$ cat src/rtl/fp_exp_bias_adjust_if.sv
`default_nettype none
// ============================================================================
// Module      : fp_exp_bias_adjust_if
// Description : Upstream and downstream valid/ready bus of the exponent
//               bias-adjust stage.
// Revision    : 1.0  initial release
// ============================================================================
interface fp_exp_bias_adjust_if #(
    parameter int EXP_W = 8
);
    logic             in_valid;
    logic             in_ready;
    logic [EXP_W-1:0] exp_sum;
    logic             exp_carry;
    logic             norm_inc;
    logic             in_zero;
    logic             out_valid;
    logic             out_ready;
    logic [EXP_W-1:0] exp_out;
    logic             ovf;
    logic             unf;
    logic             zero;

    modport master (
        output in_valid, exp_sum, exp_carry, norm_inc, in_zero, out_ready,
        input  in_ready, out_valid, exp_out, ovf, unf, zero
    );

    modport slave (
        input  in_valid, exp_sum, exp_carry, norm_inc, in_zero, out_ready,
        output in_ready, out_valid, exp_out, ovf, unf, zero
    );
endinterface
`default_nettype wire

$ cat src/rtl/fp_exp_bias_adjust.sv
`default_nettype none
// ============================================================================
// Module      : fp_exp_bias_adjust
// Description : Two-stage pipeline that removes the exponent bias, applies the
//               normalisation increment and saturates to the IEEE exponent
//               range. Optional overflow/underflow counters: FP_EXP_STATS_EN.
// Revision    : 1.0  initial release
// ============================================================================
module fp_exp_bias_adjust #(
    parameter int EXP_W = 8,
    parameter int BIAS  = 127
) (
    input  wire logic               clk,
    input  wire logic               rst_n,
    fp_exp_bias_adjust_if.slave     bus
`ifdef FP_EXP_STATS_EN
    ,
    input  wire logic               clr_stats_i,
    output logic [15:0]             ovf_count_o,
    output logic [15:0]             unf_count_o
`endif
);
    localparam int                       RAW_W     = EXP_W + 2;
    localparam logic [RAW_W-1:0]         c_bias    = RAW_W'(BIAS);
    localparam logic signed [RAW_W-1:0]  c_ovf_lim = RAW_W'((1 << EXP_W) - 1);

    logic             s1_valid_q, s1_valid_d;
    logic [RAW_W-1:0] s1_raw_q,   s1_raw_d;
    logic             s1_zero_q,  s1_zero_d;
    logic             s2_valid_q, s2_valid_d;
    logic [EXP_W-1:0] exp_q,      exp_d;
    logic             ovf_q,      ovf_d;
    logic             unf_q,      unf_d;
    logic             zero_q,     zero_d;

    logic                    w_s2_free;
    logic                    w_in_fire;
    logic                    w_adv;
    logic [RAW_W-1:0]        w_raw_in;
    logic signed [RAW_W-1:0] w_r;
    logic                    w_ovf;
    logic                    w_unf;

    assign w_s2_free    = !s2_valid_q || bus.out_ready;
    assign bus.in_ready = !s1_valid_q || w_s2_free;
    assign w_in_fire    = bus.in_valid && bus.in_ready;
    assign w_adv        = s1_valid_q && w_s2_free;

    // Two spare bits: one for the increment carry, one for the sign after bias removal.
    assign w_raw_in = RAW_W'({bus.exp_carry, bus.exp_sum}) + RAW_W'(bus.norm_inc);
    assign w_r      = $signed(s1_raw_q - c_bias);
    assign w_ovf    = (w_r >= c_ovf_lim);
    assign w_unf    = w_r[RAW_W-1] || (w_r == '0);

    always_comb begin
        s1_valid_d = s1_valid_q;
        s1_raw_d   = s1_raw_q;
        s1_zero_d  = s1_zero_q;
        s2_valid_d = s2_valid_q;
        exp_d      = exp_q;
        ovf_d      = ovf_q;
        unf_d      = unf_q;
        zero_d     = zero_q;

        if (w_s2_free) begin
            s2_valid_d = s1_valid_q;
        end

        if (w_adv) begin
            s1_valid_d = 1'b0;
            ovf_d      = 1'b0;
            unf_d      = 1'b0;
            zero_d     = 1'b0;
            if (s1_zero_q) begin
                exp_d  = '0;
                zero_d = 1'b1;
            end else if (w_ovf) begin
                exp_d  = '1;
                ovf_d  = 1'b1;
            end else if (w_unf) begin
                exp_d  = '0;
                unf_d  = 1'b1;
            end else begin
                exp_d  = w_r[EXP_W-1:0];
            end
        end

        if (w_in_fire) begin
            s1_valid_d = 1'b1;
            s1_raw_d   = w_raw_in;
            s1_zero_d  = bus.in_zero;
        end
    end

    always_ff @(posedge clk or negedge rst_n) begin
        if (!rst_n) begin
            s1_valid_q <= 1'b0;
            s1_raw_q   <= '0;
            s1_zero_q  <= 1'b0;
            s2_valid_q <= 1'b0;
            exp_q      <= '0;
            ovf_q      <= 1'b0;
            unf_q      <= 1'b0;
            zero_q     <= 1'b0;
        end else begin
            s1_valid_q <= s1_valid_d;
            s1_raw_q   <= s1_raw_d;
            s1_zero_q  <= s1_zero_d;
            s2_valid_q <= s2_valid_d;
            exp_q      <= exp_d;
            ovf_q      <= ovf_d;
            unf_q      <= unf_d;
            zero_q     <= zero_d;
        end
    end

    assign bus.out_valid = s2_valid_q;
    assign bus.exp_out   = exp_q;
    assign bus.ovf       = ovf_q;
    assign bus.unf       = unf_q;
    assign bus.zero      = zero_q;

`ifdef FP_EXP_STATS_EN
    logic [15:0] ovf_cnt_q, ovf_cnt_d;
    logic [15:0] unf_cnt_q, unf_cnt_d;
    logic        w_out_fire;

    assign w_out_fire = s2_valid_q && bus.out_ready;

    // Clear takes precedence over a same-edge increment.
    always_comb begin
        ovf_cnt_d = ovf_cnt_q;
        unf_cnt_d = unf_cnt_q;
        if (clr_stats_i) begin
            ovf_cnt_d = '0;
            unf_cnt_d = '0;
        end else if (w_out_fire) begin
            if (ovf_q && (ovf_cnt_q != 16'hFFFF)) ovf_cnt_d = ovf_cnt_q + 16'd1;
            if (unf_q && (unf_cnt_q != 16'hFFFF)) unf_cnt_d = unf_cnt_q + 16'd1;
        end
    end

    always_ff @(posedge clk or negedge rst_n) begin
        if (!rst_n) begin
            ovf_cnt_q <= '0;
            unf_cnt_q <= '0;
        end else begin
            ovf_cnt_q <= ovf_cnt_d;
            unf_cnt_q <= unf_cnt_d;
        end
    end

    assign ovf_count_o = ovf_cnt_q;
    assign unf_count_o = unf_cnt_q;
`endif
endmodule
`default_nettype wire
$ cat src/flat_wrapper.sv
// flat-port wrapper written by rule: the top's interface ports become plain ports
module fp_exp_bias_adjust_flat 
#(
    parameter int EXP_W = 8,
    parameter int BIAS  = 127
)
  (clk, rst_n, bus_in_valid, bus_exp_sum, bus_exp_carry, bus_norm_inc, bus_in_zero, bus_out_ready, bus_in_ready, bus_out_valid, bus_exp_out, bus_ovf, bus_unf, bus_zero);
  fp_exp_bias_adjust_if #(.EXP_W(EXP_W)) bus_i ();
  input  wire logic clk;
  input  wire logic rst_n;
  input wire logic [$bits(bus_i.in_valid)-1:0] bus_in_valid;
  input wire logic [$bits(bus_i.exp_sum)-1:0] bus_exp_sum;
  input wire logic [$bits(bus_i.exp_carry)-1:0] bus_exp_carry;
  input wire logic [$bits(bus_i.norm_inc)-1:0] bus_norm_inc;
  input wire logic [$bits(bus_i.in_zero)-1:0] bus_in_zero;
  input wire logic [$bits(bus_i.out_ready)-1:0] bus_out_ready;
  output wire logic [$bits(bus_i.in_ready)-1:0] bus_in_ready;
  output wire logic [$bits(bus_i.out_valid)-1:0] bus_out_valid;
  output wire logic [$bits(bus_i.exp_out)-1:0] bus_exp_out;
  output wire logic [$bits(bus_i.ovf)-1:0] bus_ovf;
  output wire logic [$bits(bus_i.unf)-1:0] bus_unf;
  output wire logic [$bits(bus_i.zero)-1:0] bus_zero;
  assign bus_i.in_valid = bus_in_valid;
  assign bus_i.exp_sum = bus_exp_sum;
  assign bus_i.exp_carry = bus_exp_carry;
  assign bus_i.norm_inc = bus_norm_inc;
  assign bus_i.in_zero = bus_in_zero;
  assign bus_i.out_ready = bus_out_ready;
  assign bus_in_ready = bus_i.in_ready;
  assign bus_out_valid = bus_i.out_valid;
  assign bus_exp_out = bus_i.exp_out;
  assign bus_ovf = bus_i.ovf;
  assign bus_unf = bus_i.unf;
  assign bus_zero = bus_i.zero;
  fp_exp_bias_adjust #(.EXP_W(EXP_W), .BIAS(BIAS)) u_core (.clk(clk), .rst_n(rst_n), .bus(bus_i));
endmodule
$ cat config.mk
export PLATFORM = sky130hd
export DESIGN_NAME = fp_exp_bias_adjust_flat
export DESIGN_NICKNAME = d
export VERILOG_FILES = /design/src/rtl/fp_exp_bias_adjust_if.sv /design/src/rtl/fp_exp_bias_adjust.sv /design/src/flat_wrapper.sv
export SDC_FILE = /design/constraint.sdc
export NUM_CORES = 1
export LEC_CHECK = 0
export CORE_UTILIZATION = 52
export DETAILED_ROUTE_END_ITERATION = 6
export PLACE_DENSITY_LB_ADDON = 0.12
export SETUP_SLACK_MARGIN = 0.3
export SLEW_MARGIN = 20
export SYNTH_ARGS = -nofsm -noshare
export SYNTH_HDL_FRONTEND = slang
export SYNTH_SLANG_ARGS = --single-unit
$ cat constraint.sdc
create_clock -name clk -period 2.7 [get_ports clk]
set_clock_uncertainty 0.15 [all_clocks]
set_input_delay 0.81 -clock clk [delete_from_list [all_inputs] [get_ports clk]]
set_output_delay 0.81 -clock clk [all_outputs]
set_load 0.02 [all_outputs]
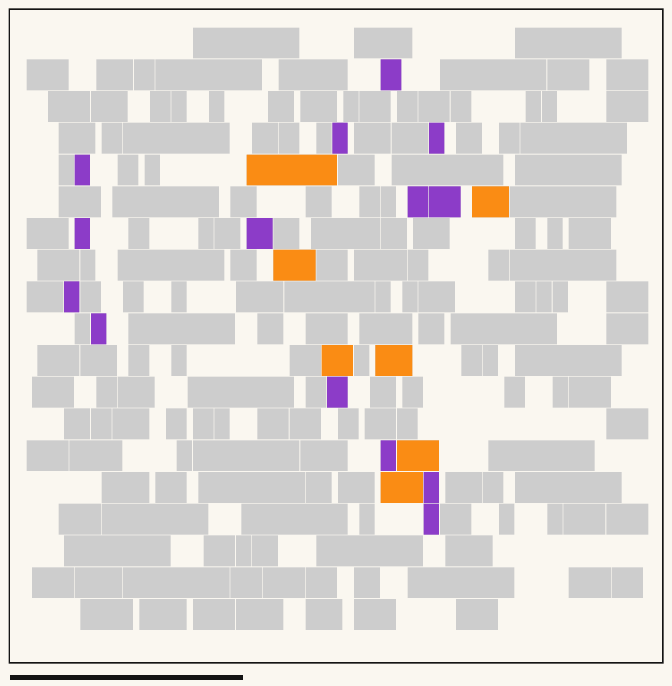
(run_1/gate_families.png)
Scale bar: 20 um.
legend:
  NOR gates:
    color: purple
    cells: 14
  AND-OR and OR-AND gates:
    color: orange
    cells: 7

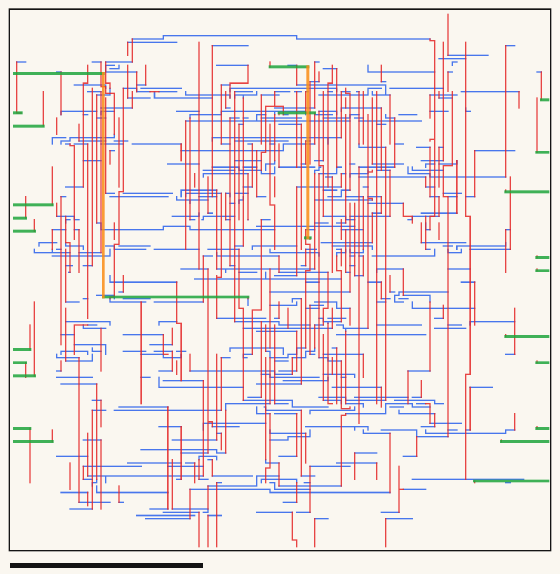
(run_1/metal_stack.png)
Scale bar: 20 um.
legend:
  met3:
    color: green
    wire_length: 80.7 um
  met4:
    color: orange
    wire_length: 40.8 um
  met2:
    color: red
    wire_length: 1490 um
  met1:
    color: blue
    wire_length: 1270 um

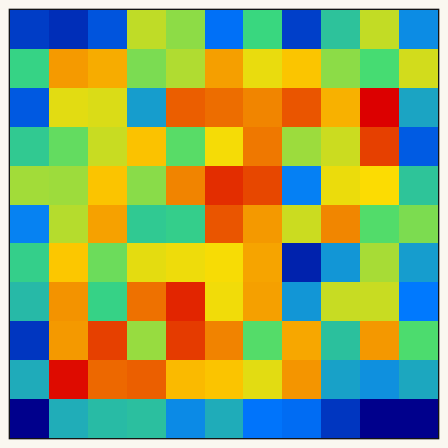
(run_1/density.png)
The die is cut into 11 by 11 equal tiles; dark blue is low, red is high, 0 to 100% covered.
densest ninth of the die: center
emptiest ninth of the die: lower right
tiles over 75% full: 32%
mean over tiles: 59%

==> run_results.csv, run 1 <==
group,metric,value,unit
synth,syn_nets,178,
floorplan,die_y,55.9,um
clock_network,cts.sinks,24,
place,dp_cells,215,
setup_path,crit_buf_inv,2,
synth,ys_sh_mux,0.0373,
clock_network,post_cts_buffers,0,
global_routing,grt_pass1_wl,5340,um
global_routing,gr-usage-met2,0.367,
setup_path,crit_path_start_kind,"input pin",
routing,drc,0,
clock_network,cts_tree,"yes",
synth,yosysUniqueCellTypes,45,
sta,finalSetupViolations,0,
synth,compound_area_frac,0.195,
sta,worst_pin_slew,383,ps
place,dp_hpwl,2260,um
synth,yosys_cells,158,
setup_path,crit_path_start,"bus_out_ready",
sta,slew_headroom,0.744,
setup_path,critPathTopFamily,"buffers and inverters",
setup_path,crit_arrival,1400,ps
cells_and_area,signal_buffers,33,
setup_path,r2r_cells,6,
clock_network,cts_max_level,1,
place,port_buffers,27,
synth,synth.area.top_cells,"dfrtp_1 (40%), nand2_1 (6.0%), ha_1 (4.1%)",
power_and_ir_drop,p_int,0.000718,W
cells_and_area,utilization,0.678,
sta,fmax,0.423,GHz
clock_network,clock_latency,310,ps
synth,top_area_cell,"dfrtp_1",
global_routing,grt_use_met3,0.0279,
routing,routed_wl,2880,um
setup_path,cp_max_fo,2,
power_and_ir_drop,clk-power,0.000191,W
global_routing,grt_usage,0.213,
synth,synthCells,158,
power_and_ir_drop,power_frac_comb,0.393,
setup_path,cpMaxStageDelayCell,"dlygate4sd2_1",
cells_and_area,ff_latch_area,601,um2
hold_path,hold_depth,2,
cells_and_area,area_delta_synth_final,23.9,%
cells_and_area,diodes,0,
power_and_ir_drop,p_sw,0.000405,W
sta,tns,0,ps
routing,ant_nets,0,
setup_path,path_class,"in -> out",
routing,wl_per_cell,13.1,um
floorplan,chipWidth,55.9,um
hold_path,hold_class,"reg -> reg",
power_and_ir_drop,swShare,0.360,
setup_path,required,1740,ps
cells_and_area,nFillCells,234,
setup_path,cp_slowest_stage_delay,230,ps
cells_and_area,ff_count,24,
sta,rsz0062_at_grt,"false",
power_and_ir_drop,ir_drop,0.371,mV
floorplan,die_area,3120,um2
status,status,"finished, final reports clean",
cells_and_area,largest_class,"multi-input combinational cells",
power_and_ir_drop,pwr_density_cell,601,nW/um2
cells_and_area,nNonClkInverters,4,
clock_network,cts_root_buf,"clkbuf_4",
global_routing,met1_usage,0.273,
setup_path,worstReg2RegEnd,"u_core.bus.exp_out[1]",
synth,yosysChipArea,1510,um2
routing,first_pass_iters,4,
power_and_ir_drop,finalPower,0.00112,W
cells_and_area,logic_gates,124,
clock_network,post_cts_resized,8,
cells_and_area,comb_area_share,0.462,
routing,wl_met2,1490,um
setup_path,cp-endpoint,"bus_in_ready",
cells_and_area,n_clock_buffer,4,
routing,route.met3.wl,80,um
global_routing,grt_pass1_vias,1232,
cells_and_area,fin_area,1870,um2
synth,synth-xor-area-share,0.0796,
floorplan,fp_util,0.547,
synth,edf_count,0,
floorplan,well_tap_count,31,
run,warning_count,28,
global_routing,top_usage_layer,"met2",
routing,wl_met1,1270,um
clock_network,clock_path_buffers,2,
sta,holdWs,348,ps
global_routing,grt_start_max_net_pins,25,
sta,final_hold_viol_count,0,
setup_path,crit_path_end_kind,"primary output",
synth,synthTopLogicFamily,"simple AND/OR/NAND/NOR gates",
setup_path,worstSetupPathDepth,3,
synth,avgSynthCellArea,9.55,um2
routing,drt_iter0_drc,14,
cells_and_area,bufAreaShareNonClock,0.169,
sta,period_minus_slack,2360,ps
routing,vias,1244,
setup_path,reg2reg_slack,540,ps
floorplan,core_area,2760,um2
place,place_congestion,0.829,
hold_path,hp-start,"u_core.bus.exp_out[7]",
cells_and_area,clk_share,0.0194,
power_and_ir_drop,power_frac_seq,0.437,
floorplan,io_pins,28,
cells_and_area,final_cell_count_no_fill,220,
cells_and_area,seq_share,0.321,
global_routing,grt_antenna_before_repair,0,
routing,via_per_inst,5.65,
power_and_ir_drop,top_power_group,"sequential cells",
place,post-place-ws,-262,ps
setup_path,crit_chain,"dlygate4sd2_1 -> nand3b_1 -> buf_6",
power_and_ir_drop,pwr-share-clk,0.170,
synth,synthTopCellsByCount,"dfrtp_1 (24), nand2_1 (24), o21ai_0 (10)",
floorplan,core.rowCount,19,
setup_path,rr_startpoint,"u_core.s1_raw_q[1]",
power_and_ir_drop,p_comb,0.000441,W
global_routing,grt_overflow_total,0,
place,dpl_cell_area,1810,um2
sta,timing.final.crit_share,0.875,
clock_network,postCtsHoldBufs,0,
run,max_cap_viol_count,0,
synth,ys_seq_share,0.398,
## run 1: registers in the layout, indices dropped and copies added (netlist names)
signal	cells
u_core.bus.exp_out	8
u_core.bus.out_valid	1
u_core.bus.zero	1
u_core.bus.ovf	1
u_core.s1_raw_q	10
u_core.s1_valid_q	1
u_core.bus.unf	1
u_core.s1_zero_q	1
## run 1: cells in the final DEF (no fill, tap or decap), types with 5 or more instances in the layout
| master | Yosys | layout |
|---|---|---|
| clkdlybuf4s50_1 | 0 | 25 |
| nand2_1 | 24 | 24 |
| dfrtp_1 | 24 | 24 |
| o21ai_0 | 10 | 10 |
| nor2_1 | 9 | 9 |
| o21ai_1 | 8 | 8 |
| nand3_1 | 6 | 6 |
| xnor2_1 | 6 | 6 |
| buf_4 | 3 | 6 |
| mux2_2 | 5 | 5 |
| nand4_1 | 5 | 5 |
==> run_1/final_congestion.png <==
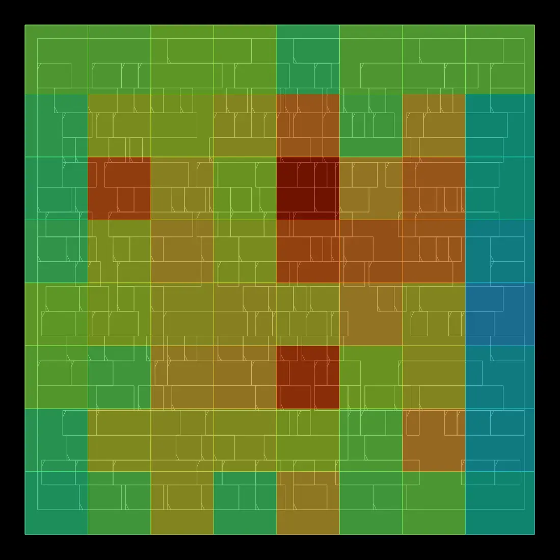

--- run 2 (diff from run 1) ---
Settings changed: CORE_UTILIZATION 52 to 58, CTS_BUF_LIST set to sky130_fd_sc_hd__clkbuf_16, DONT_BUFFER_PORTS set to 1.
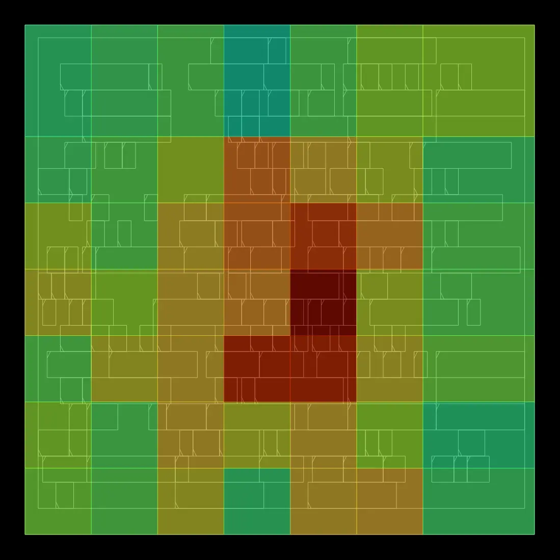
(run_2/final_congestion.png)
overall routing resource usage: 0.228
M3 GR Usage: 0.0431
met1 GRT Util: 0.255

==> run_results.csv, run 2 <==
group,metric,value,unit
status,status,"finished, final reports clean",
setup_path,critPathTopFamily,"AND-OR/OR-AND gates",
synth,ys_seq_share,0.398,
global_routing,grt_pass1_vias,1033,
clock_network,cts_root_buf,"clkbuf_16",
sta,final_hold_viol_count,0,
setup_path,crit_chain,"ha_2 -> and2_2 -> a21oi_1 -> o32a_1 -> o311ai_4 -> o21ai_1",
routing,wl_per_cell,15.9,um
routing,drt_iter0_drc,15,
power_and_ir_drop,finalPower,0.00114,W
global_routing,grt_antenna_before_repair,0,
routing,route.met3.wl,134,um
power_and_ir_drop,power_frac_seq,0.482,
power_and_ir_drop,p_comb,0.000269,W
synth,synthTopCellsByCount,"dfrtp_1 (24), nand2_1 (24), o21ai_0 (10)",
global_routing,grt_start_max_net_pins,25,
sta,fmax,0.455,GHz
routing,ant_nets,0,
floorplan,core_area,2480,um2
clock_network,post_cts_buffers,0,
cells_and_area,utilization,0.643,
cells_and_area,largest_reg_flops,10,
sta,period_minus_slack,2200,ps
hold_path,hold_class,"in -> async",
clock_network,postCtsHoldBufs,0,
cells_and_area,final_cell_count_no_fill,187,
place,post-place-ws,419,ps
sta,holdWs,92.3,ps
sta,finalSetupViolations,0,
sta,worst_pin_slew,383,ps
setup_path,crit_path_end_kind,"register",
global_routing,grt_overflow_total,0,
setup_path,r2r_cells,6,
power_and_ir_drop,top_power_group,"sequential cells",
clock_network,cts_max_level,1,
cells_and_area,mostFrequentLayoutCells,"nand2_1 (24), dfrtp_1 (24), o21ai_0 (10)",
setup_path,path_class,"reg -> reg",
place,dpl_cell_area,1510,um2
cells_and_area,diodes,0,
routing,wl_met1,1290,um
place,dp_hpwl,2210,um
cells_and_area,fin_area,1590,um2
routing,wl_met2,1450,um
clock_network,cts_tree,"yes",
sta,slew_headroom,0.744,
setup_path,cp_slowest_stage_delay,490,ps
power_and_ir_drop,p_int,0.000739,W
power_and_ir_drop,power_frac_comb,0.235,
power_and_ir_drop,p_sw,0.000404,W
routing,drc,0,
synth,edf_count,0,
setup_path,crit_arrival,2180,ps
synth,syn_nets,178,
cells_and_area,area_delta_synth_final,5.56,%
run,warning_count,28,
routing,via_per_inst,6.18,
cells_and_area,regMostFlops,"u_core.s1_raw_q",
clock_network,cts.sinks,24,
cells_and_area,nFillCells,208,
clock_network,clock_latency,260,ps
power_and_ir_drop,pwr-share-clk,0.283,
setup_path,cpMaxStageDelayCell,"dfrtp_1",
floorplan,fp_util,0.609,
synth,synth.area.top_cells,"dfrtp_1 (40%), nand2_1 (6.0%), ha_1 (4.1%)",
global_routing,gr-usage-met2,0.399,
floorplan,die_y,53.0,um
run,max_cap_viol_count,0,
synth,yosysUniqueCellTypes,45,
floorplan,io_pins,28,
place,port_buffers,0,
setup_path,crit_path_start,"u_core.s1_raw_q[1]",
routing,routed_wl,2980,um
floorplan,die_area,2810,um2
power_and_ir_drop,pwr_density_cell,718,nW/um2
clock_network,clock_path_buffers,2,
power_and_ir_drop,ir_drop,0.487,mV
floorplan,core.rowCount,18,
sta,tns,0,ps
setup_path,crit_path_start_kind,"register",
setup_path,cp-endpoint,"u_core.bus.exp_out[5]",
power_and_ir_drop,clk-power,0.000323,W
==> run 2: layout make-up <==
type	count	area [um2]	area share
multi-input combinational	124	853	0.536
sequential	24	601	0.377
clock buffer	3	75.1	0.0471
tap	30	37.5	0.0236
inverter	4	15.0	0.00943
timing repair buffer	1	7.51	0.00471
clock inverter	1	3.75	0.00236
==> run 2: cells by family after synthesis <==
group                    Yosys count  share of synthesized area
AND/OR/NAND/NOR                   63                      0.211
AND-OR/OR-AND                     39                      0.195
flip-flops                        24                      0.398
XOR/XNOR                          12                     0.0796
buffers and inverters             10                     0.0381
multiplexers                       5                     0.0373
adder cells (fa/ha/maj)            5                     0.0415
==> run 2: worst reg2reg max path, cell delays in order (launching register included) <==
cell      delay [ps]
dfrtp_1          490
ha_2             400
and2_2           200
a21oi_1           60
o32a_1           350
o311ai_4         310
o21ai_1          110
Power figures rest on the tool's default switching activity, not on a simulated workload.
